File: src/rtl/lsu_port_arbiter.sv
// lsu_port_arbiter: shares the LSU load/store port between the core (m0) and a loader/debug master (m1).
// Round-robin arbitration by default; define ARB_FIXED_PRIO_EN to give m0 fixed priority.
module lsu_port_arbiter #(
   parameter int DM_ADDRESS = 10,
   parameter int DATA_W     = 32,
   parameter int RD_LAT     = 1
) (
   input  logic                  clk_i,
   input  logic                  rst_ni,
   input  logic                  m0_req_i,
   input  logic                  m0_we_i,
   input  logic [DM_ADDRESS-1:0] m0_addr_i,
   input  logic [DATA_W-1:0]     m0_wdata_i,
   input  logic [2:0]            m0_funct3_i,
   input  logic                  m1_req_i,
   input  logic                  m1_we_i,
   input  logic [DM_ADDRESS-1:0] m1_addr_i,
   input  logic [DATA_W-1:0]     m1_wdata_i,
   input  logic [2:0]            m1_funct3_i,
   output logic                  m0_gnt_o,
   output logic                  m1_gnt_o,
   output logic                  m0_rvalid_o,
   output logic                  m1_rvalid_o,
   output logic [DATA_W-1:0]     rdata_o,
   output logic                  mem_read_o,
   output logic                  mem_write_o,
   output logic [DM_ADDRESS-1:0] mem_a_o,
   output logic [DATA_W-1:0]     mem_wd_o,
   output logic [2:0]            mem_funct3_o,
   input  logic [DATA_W-1:0]     rd_i,
   output logic                  busy_o
);
   typedef enum logic [1:0] {IDLE, ISSUE, WAIT, RESP} state_t;
   localparam logic [1:0] CNT_INIT = 2'(RD_LAT > 0 ? RD_LAT - 1 : 0);
   state_t state, next_state;
   logic owner, cmd_we, win1, any_req;
   logic [1:0] cnt;
   assign any_req = m0_req_i | m1_req_i;
`ifdef ARB_FIXED_PRIO_EN
   assign win1 = m1_req_i & ~m0_req_i;
`else
   logic last;
   // on a tie the master that did not win last time goes first
   assign win1 = m1_req_i & (~m0_req_i | ~last);
   always_ff @(posedge clk_i or negedge rst_ni)
      if (!rst_ni) last <= 1'b1;
      else if ((state == ISSUE && cmd_we) || state == RESP) last <= owner;
`endif
   always_ff @(posedge clk_i or negedge rst_ni)
      if (!rst_ni) state <= IDLE;
      else state <= next_state;
   always_comb begin
      next_state  = state;
      mem_read_o  = 1'b0;
      mem_write_o = 1'b0;
      m0_gnt_o    = 1'b0;
      m1_gnt_o    = 1'b0;
      m0_rvalid_o = 1'b0;
      m1_rvalid_o = 1'b0;
      case (state)
         IDLE: next_state = any_req ? ISSUE : IDLE;
         ISSUE: begin
            mem_read_o  = ~cmd_we;
            mem_write_o = cmd_we;
            m0_gnt_o    = ~owner;
            m1_gnt_o    = owner;
            next_state  = cmd_we ? IDLE : (RD_LAT == 0 ? RESP : WAIT);
         end
         WAIT: next_state = (cnt == 2'd0) ? RESP : WAIT;
         RESP: begin
            m0_rvalid_o = ~owner;
            m1_rvalid_o = owner;
            next_state  = IDLE;
         end
         default: next_state = IDLE;
      endcase
   end
   assign busy_o = state != IDLE;
   always_ff @(posedge clk_i or negedge rst_ni)
      if (!rst_ni) begin
         owner        <= 1'b0;
         cmd_we       <= 1'b0;
         mem_a_o      <= '0;
         mem_wd_o     <= '0;
         mem_funct3_o <= '0;
         rdata_o      <= '0;
         cnt          <= '0;
      end else begin
         if (state == IDLE && any_req) begin
            owner        <= win1;
            cmd_we       <= win1 ? m1_we_i : m0_we_i;
            mem_a_o      <= win1 ? m1_addr_i : m0_addr_i;
            mem_wd_o     <= win1 ? m1_wdata_i : m0_wdata_i;
            mem_funct3_o <= win1 ? m1_funct3_i : m0_funct3_i;
         end
         if (state == ISSUE) cnt <= CNT_INIT;
         else if (state == WAIT) cnt <= cnt - 2'd1;
         if ((state == ISSUE && !cmd_we && RD_LAT == 0) || (state == WAIT && cnt == 2'd0)) rdata_o <= rd_i;
      end
endmodule

File: config.mk
export PLATFORM = sky130hd
export DESIGN_NAME = lsu_port_arbiter
export DESIGN_NICKNAME = d
export VERILOG_FILES = /design/src/rtl/lsu_port_arbiter.sv
export SDC_FILE = /design/constraint.sdc
export NUM_CORES = 1
export LEC_CHECK = 0
export CORE_MARGIN = 1
export CORE_UTILIZATION = 35
export CTS_BUF_LIST = sky130_fd_sc_hd__clkbuf_2
export CTS_CLUSTER_SIZE = 10
export DETAILED_ROUTE_END_ITERATION = 16
export GPL_ROUTABILITY_DRIVEN = 0
export PLACE_DENSITY = 0.78
export SYNTH_ARGS = -nofsm -noshare
export SYNTH_HDL_FRONTEND = slang
export SYNTH_SLANG_ARGS = --single-unit
File: constraint.sdc
create_clock -name clk_i -period 1.52 [get_ports clk_i]
set_input_delay 0.304 -clock clk_i [delete_from_list [all_inputs] [get_ports clk_i]]
set_output_delay 0.304 -clock clk_i [all_outputs]
set_load 0.02 [all_outputs]
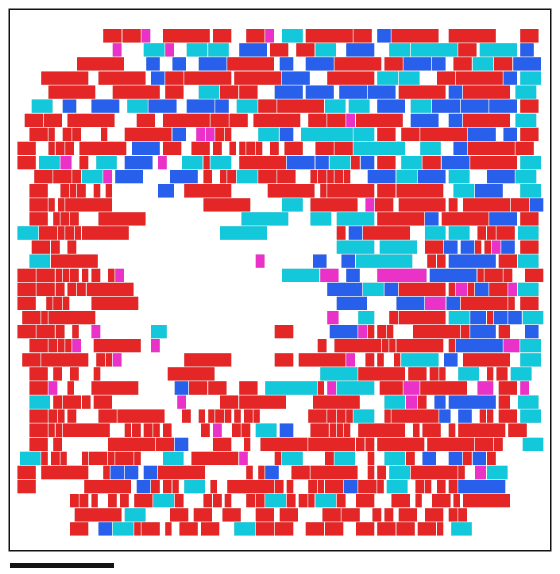
Fig. 1. Drive-strength map (run 1).
Bar = 20 microns.
Key: blue = x3 and x4 [cells 93, share 15%, most used buf_4]; cyan = x6 and larger [cells 92, share 15%, most used buf_6]; magenta = x2 [cells 37, share 5.9%, most used buf_2]; red = x1 and smaller [cells 406, share 65%, most used clkdlybuf4s50_1]

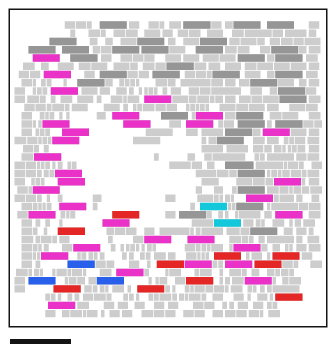
Fig. 2. Where the registers sit (run 1).
Bar = 20 microns. Other sequential cells in the stronger gray, the rest of the logic in the fainter gray.
Key: red = `mem_a_o` [sequential cells 10]; magenta = `mem_wd_o` [sequential cells 32]; cyan = `cnt` [sequential cells 2]; blue = `mem_funct3_o` [sequential cells 3]

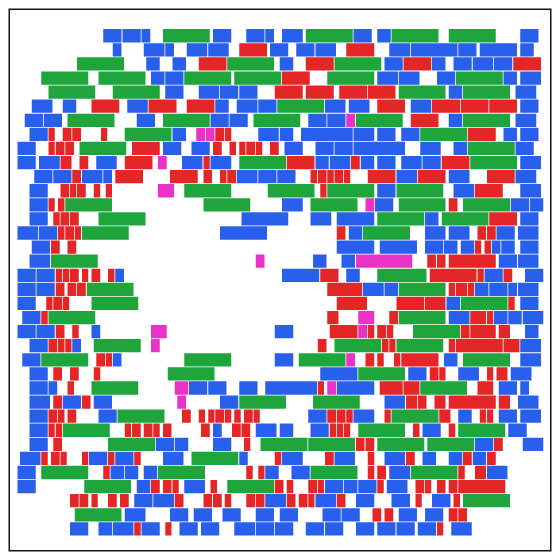
Fig. 3. Cell classes on the final placement (run 1).
Key: blue = remaining buffers and delay cells [cells 277, share of their area 42%]; red = remaining logic cells [cells 251, share of their area 25%]; green = registers [cells 84, share of their area 31%]; magenta = clock drivers and dummy loads [cells 16, share of their area 1.8%]
row count: 36
Seq area share: 30.5%
core box area: 0.00995 sq mm
Post-Route Utilization: 69.2%

-- run 1: power breakdown --
part	switching, mW	total (mW)	leakage (nW)	internal (mW)
sequential	0.834	4.20	0.962	3.37
combinational	4.07	8.80	2.16	4.73
clock	0.829	1.22	0.0727	0.389
-- run 1: flip-flops by register name, summed over array words and instances (netlist names), named ones only --
| register | flops |
|---|---|
| state | 1 |
| mem_funct3_o | 3 |
| mem_a_o | 10 |
| owner | 1 |
| mem_wd_o | 32 |
| cmd_we | 1 |
| rdata_o | 32 |
| cnt | 2 |
| last | 1 |
-- run 1: worst max-delay path by stage --
stage / end / slack [ns] / from / cells past startpoint
finish: m0_rvalid_o / -0.36 / flip-flop / 4
global route: m0_rvalid_o / -0.44 / flip-flop / 4
CTS: m0_rvalid_o / -0.35 / state[0] / 4
detailed placement: m0_gnt_o / -0.25 / flip-flop / 4
global placement: mem_write_o / -0.18 / flip-flop / 4
floorplan: rdata_o[10] / 0.04 / state[0] / 5
-- run 1: cells in the mapped netlist, types with 4 or more instances --
library cell,n,area (sq um)
buf_4,8,60.1
inv_1,5,18.8
mux2_2,33,372
dfrtp_1,83,2080
nor2_1,49,184
ha_1,6,75.1
buf_6,4,45.0
a21oi_1,92,460
buf_2,7,35.0
o21ai_0,5,25.0
nand2_1,51,191
-- run 1: routing by layer --
metal  GRT usage [%]  routed length [microns]  part of all wire [%]
met1            26.2                     5310                    40
met2            41.2                     7260                    54
met3            4.07                      559                   4.2
met4            6.53                      240                   1.8
met5               0                        0                     0
-- run 1: area by class of cell --
cell class              instances  area [sq um]  share of cell area, %
clock buffers                   9          45.0                  0.654
clock inverters                 7          73.8                   1.07
inverters                       5          23.8                  0.345
multi-input cells             246          1640                   23.8
flip-flops and latches         84          2100                   30.5
well taps                     133           166                   2.42
repair buffers                277          2840                   41.2
==> results.sh, run 1 <==
# flow metrics
export IMPL_ys_seq_share_pct=57.5
export IMPL_wl_per_cell_microns=17.6
export IMPL_pre_cts_ws_ns=-0.250
export IMPL_post_route_worst_setup_slack_ns=-0.357
export IMPL_fin_tns_setup_ns=-4.13
export IMPL_rsz0062_at_grt="true"
export IMPL_setup_viol=66
export IMPL_final_cell_mix="126 x clkdlybuf4s50_1, 90 x a21oi_1, 83 x dfrtp_1"
export IMPL_p_leak_nw=3.20
export IMPL_fp_dieH_microns=104
export IMPL_drv_slew=0
export IMPL_syn_area_per_cell_sq_um=10.3
export IMPL_status="finished with violations"
export IMPL_cts_tree="yes"
export IMPL_r2r_slack_ns=-0.06
export IMPL_synth_cells=357
export IMPL_synth_distinct_cells=19
export IMPL_clockBufferDepth=2
export IMPL_rr_startpoint="state[0]"
export IMPL_slowest_stage="dfrtp_1"
export IMPL_clock_fmax_mhz=533
export IMPL_via_per_inst=4.92
export IMPL_ys_seq_elements=84
export IMPL_postCtsSetupBuffers=18
export IMPL_worstSetupPathType="flip-flop to output port"
export IMPL_cp_top_family="flip-flops"
export IMPL_violations="setup timing"
export IMPL_hold_path_startpoint="m0_wdata_i[23]"
export IMPL_cp_arrival_ns=1.57
export IMPL_grt_pass1_wl_mm=19.1
export IMPL_post_route_period_util_pct=124
export IMPL_r2r_end="mem_a_o[4]"
export IMPL_max_stage_delay_ns=0.48
export IMPL_flop_cell="dfrtp_1"
export IMPL_cts_buffers=9
export IMPL_hpwl_mm=7.93
export IMPL_worstHoldPathCells=3
export IMPL_ctsHoldBuffers=1
export IMPL_first_pass_iters=4
export IMPL_antenna_found_initial=0
export IMPL_max_cap_violations=0
export IMPL_ys_chip_area_sq_mm=0.00366
export IMPL_syn_area_sq_mm=0.00366
export IMPL_grtUsageTotal_pct=22.3
export IMPL_port_buffers=211
--- run 2 (diff from run 1) ---
--- a/config.mk
+++ b/config.mk
@@ -5,6 +5,7 @@
 export SDC_FILE = /design/constraint.sdc
 export NUM_CORES = 1
 export LEC_CHECK = 0
+export ABC_CLOCK_PERIOD_IN_PS = 1520
 export CORE_MARGIN = 1
 export CORE_UTILIZATION = 35
 export CTS_BUF_LIST = sky130_fd_sc_hd__clkbuf_2
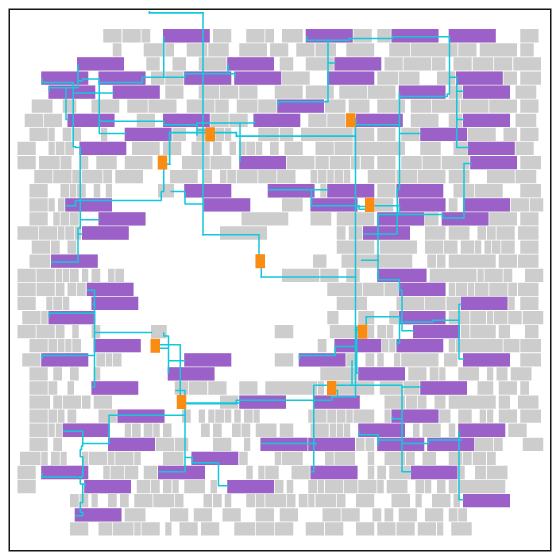
Fig. 4. Clock network drawn from the DEF (run 2).
Key: purple = flip-flops [count 84]; orange = clock-net drivers [count 9]; cyan = clock wires [length 1050 microns]
There are 10 routed clock nets.
Clock group: 1.22 mW
Clk pwr share: 8.6%
clk_skew: 0.0472 ns
worst skew pair latency: 0.56 ns

==> run 2 against run 1 <==
The run still ends with setup timing left. Non-clock buffer count unchanged. First-iteration DRC count is the same. Global-route usage unchanged. Clock-buffer cell count did not move. Wire length stayed put. Critical path type unchanged. Largest power group unchanged. Highest routed layer unchanged.
==> results.sh, run 2 <==
# flow metrics
export IMPL_hold_class="input pin to flip-flop"
export IMPL_wl_per_cell_microns=17.6
export IMPL_met2WireLength_mm=7.26
export IMPL_cp_arrival_ns=1.57
export IMPL_syn_area_sq_mm=0.00366
export IMPL_pre_cts_ws_ns=-0.250
export IMPL_max_stage_delay_ns=0.48
export IMPL_ys_seq_elements=84
export IMPL_synth_distinct_cells=19
export IMPL_die_area_sq_mm=0.0109
export IMPL_core_area_sq_mm=0.00995
export IMPL_top_cells_by_count="92 x a21oi_1, 83 x dfrtp_1, 51 x nand2_1"
export IMPL_ys_seq_share_pct=57.5
export IMPL_fin_util_pct=69.2
export IMPL_post_route_period_util_pct=124
export IMPL_grtUsageTotal_pct=22.3
export IMPL_ys_chip_area_sq_mm=0.00366
export IMPL_status="finished with violations"
export IMPL_first_pass_iters=4
export IMPL_drv_slew=0
export IMPL_grt_met3_usage_pct=4.07
export IMPL_port_buffers=211
export IMPL_fp_dieH_microns=104
export IMPL_globalRouteMet2Util_pct=41.2
export IMPL_synth_cells=357
export IMPL_drt_met1_wl_mm=5.31
export IMPL_rows=36
export IMPL_final_cell_mix="126 x clkdlybuf4s50_1, 90 x a21oi_1, 83 x dfrtp_1"
export IMPL_wl_met3_microns=559
export IMPL_grt_busiest_layer="met2"
export IMPL_fin_tns_setup_ns=-4.13
export IMPL_via_per_inst=4.92
export IMPL_clock_fmax_mhz=533
export IMPL_timing_hold_ws_ns=0.251
export IMPL_violations="setup timing"
export IMPL_antenna_found_initial=0
export IMPL_worstSetupPathType="flip-flop to output port"
export IMPL_setup_viol=66
export IMPL_cts_tree="yes"
export IMPL_h_tree_depth=3
export IMPL_use_met1_pct=26.2
export IMPL_topCellsByArea="dfrtp_1 57%, a21oi_1 13%, mux2_2 10%, nand2_1 5.2%, nor2_1 5.0%"
export IMPL_largest_area_cell="dfrtp_1"
export IMPL_synth_most_common_cell="a21oi_1"
export IMPL_slowest_stage="dfrtp_1"
export IMPL_syn_area_per_cell_sq_um=10.3
export IMPL_max_cap_violations=0
export IMPL_hpwl_mm=7.93
export IMPL_post_route_worst_setup_slack_ns=-0.357
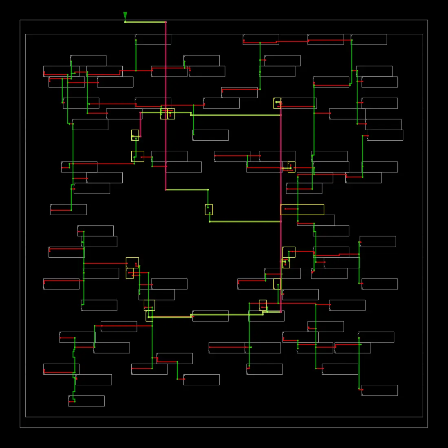
Fig. 5. Clock wiring as the flow saved it (run 2).
final sequential cell count: 84
clkbuf count: 9
clock sink total: 84

run 2: cell counts after synthesis:
Identical to the previous run, type by type.
run 2: repair_timing:
item                                    4_1_cts  5_1_grt
endpoints found under the setup margin      123      148
resized                                     376      171
hold buffers                                  1        0
gates cloned                                  4        4
pin swaps                                     2        3
endpoints found under the hold margin        83        0
setup buffers                                18       25
run 2: path summary, 6_finish.rpt:
| kind | from | endpoint | cells past startpoint |
|---|---|---|---|
| min reg2reg | mem_wd_o[15] | mem_wd_o[15] | 2 |
| max reg2reg | state[0] | mem_a_o[4] | 8 |
| min | m0_wdata_i[23] | mem_wd_o[23] | 3 |
| min in group asynchronous | rst_ni | rdata_o[16] | 3 |
| max | flip-flop | m0_rvalid_o | 4 |
| max in group asynchronous | rst_ni | last | 3 |
run 2: cell type report:
type | count | area, sq um | area share [%]
Clock buffer | 9 | 45.0 | 0.654
Clock inverter | 7 | 73.8 | 1.07
Inverter | 5 | 23.8 | 0.345
Multi-Input combinational cell | 246 | 1640 | 23.8
Sequential cell | 84 | 2100 | 30.5
Tap cell | 133 | 166 | 2.42
Timing Repair Buffer | 277 | 2840 | 41.2
run 2: kinds of logic (layout without fill, tap and decap cells):
logic type | after synthesis | after routing | synth area share, %
AOI/OAI and AO/OA | 101 | 101 | 14.4
adders and majority gates | 6 | 6 | 2.05
buffers and inverters | 27 | 298 | 4.65
DFF | 84 | 84 | 57.5
muxes | 33 | 33 | 10.2
and+or+nand+nor | 106 | 106 | 11.3
run 2: where the power goes:
| part | leakage (nW) | internal [mW] | switching, mW |
|---|---|---|---|
| Clock | 0.0727 | 0.389 | 0.829 |
| Combinational | 2.16 | 4.73 | 4.07 |
| Sequential | 0.962 | 3.37 | 0.834 |
| Total | 3.20 | 8.49 | 5.73 |
Power and IR drop assume default switching activity.
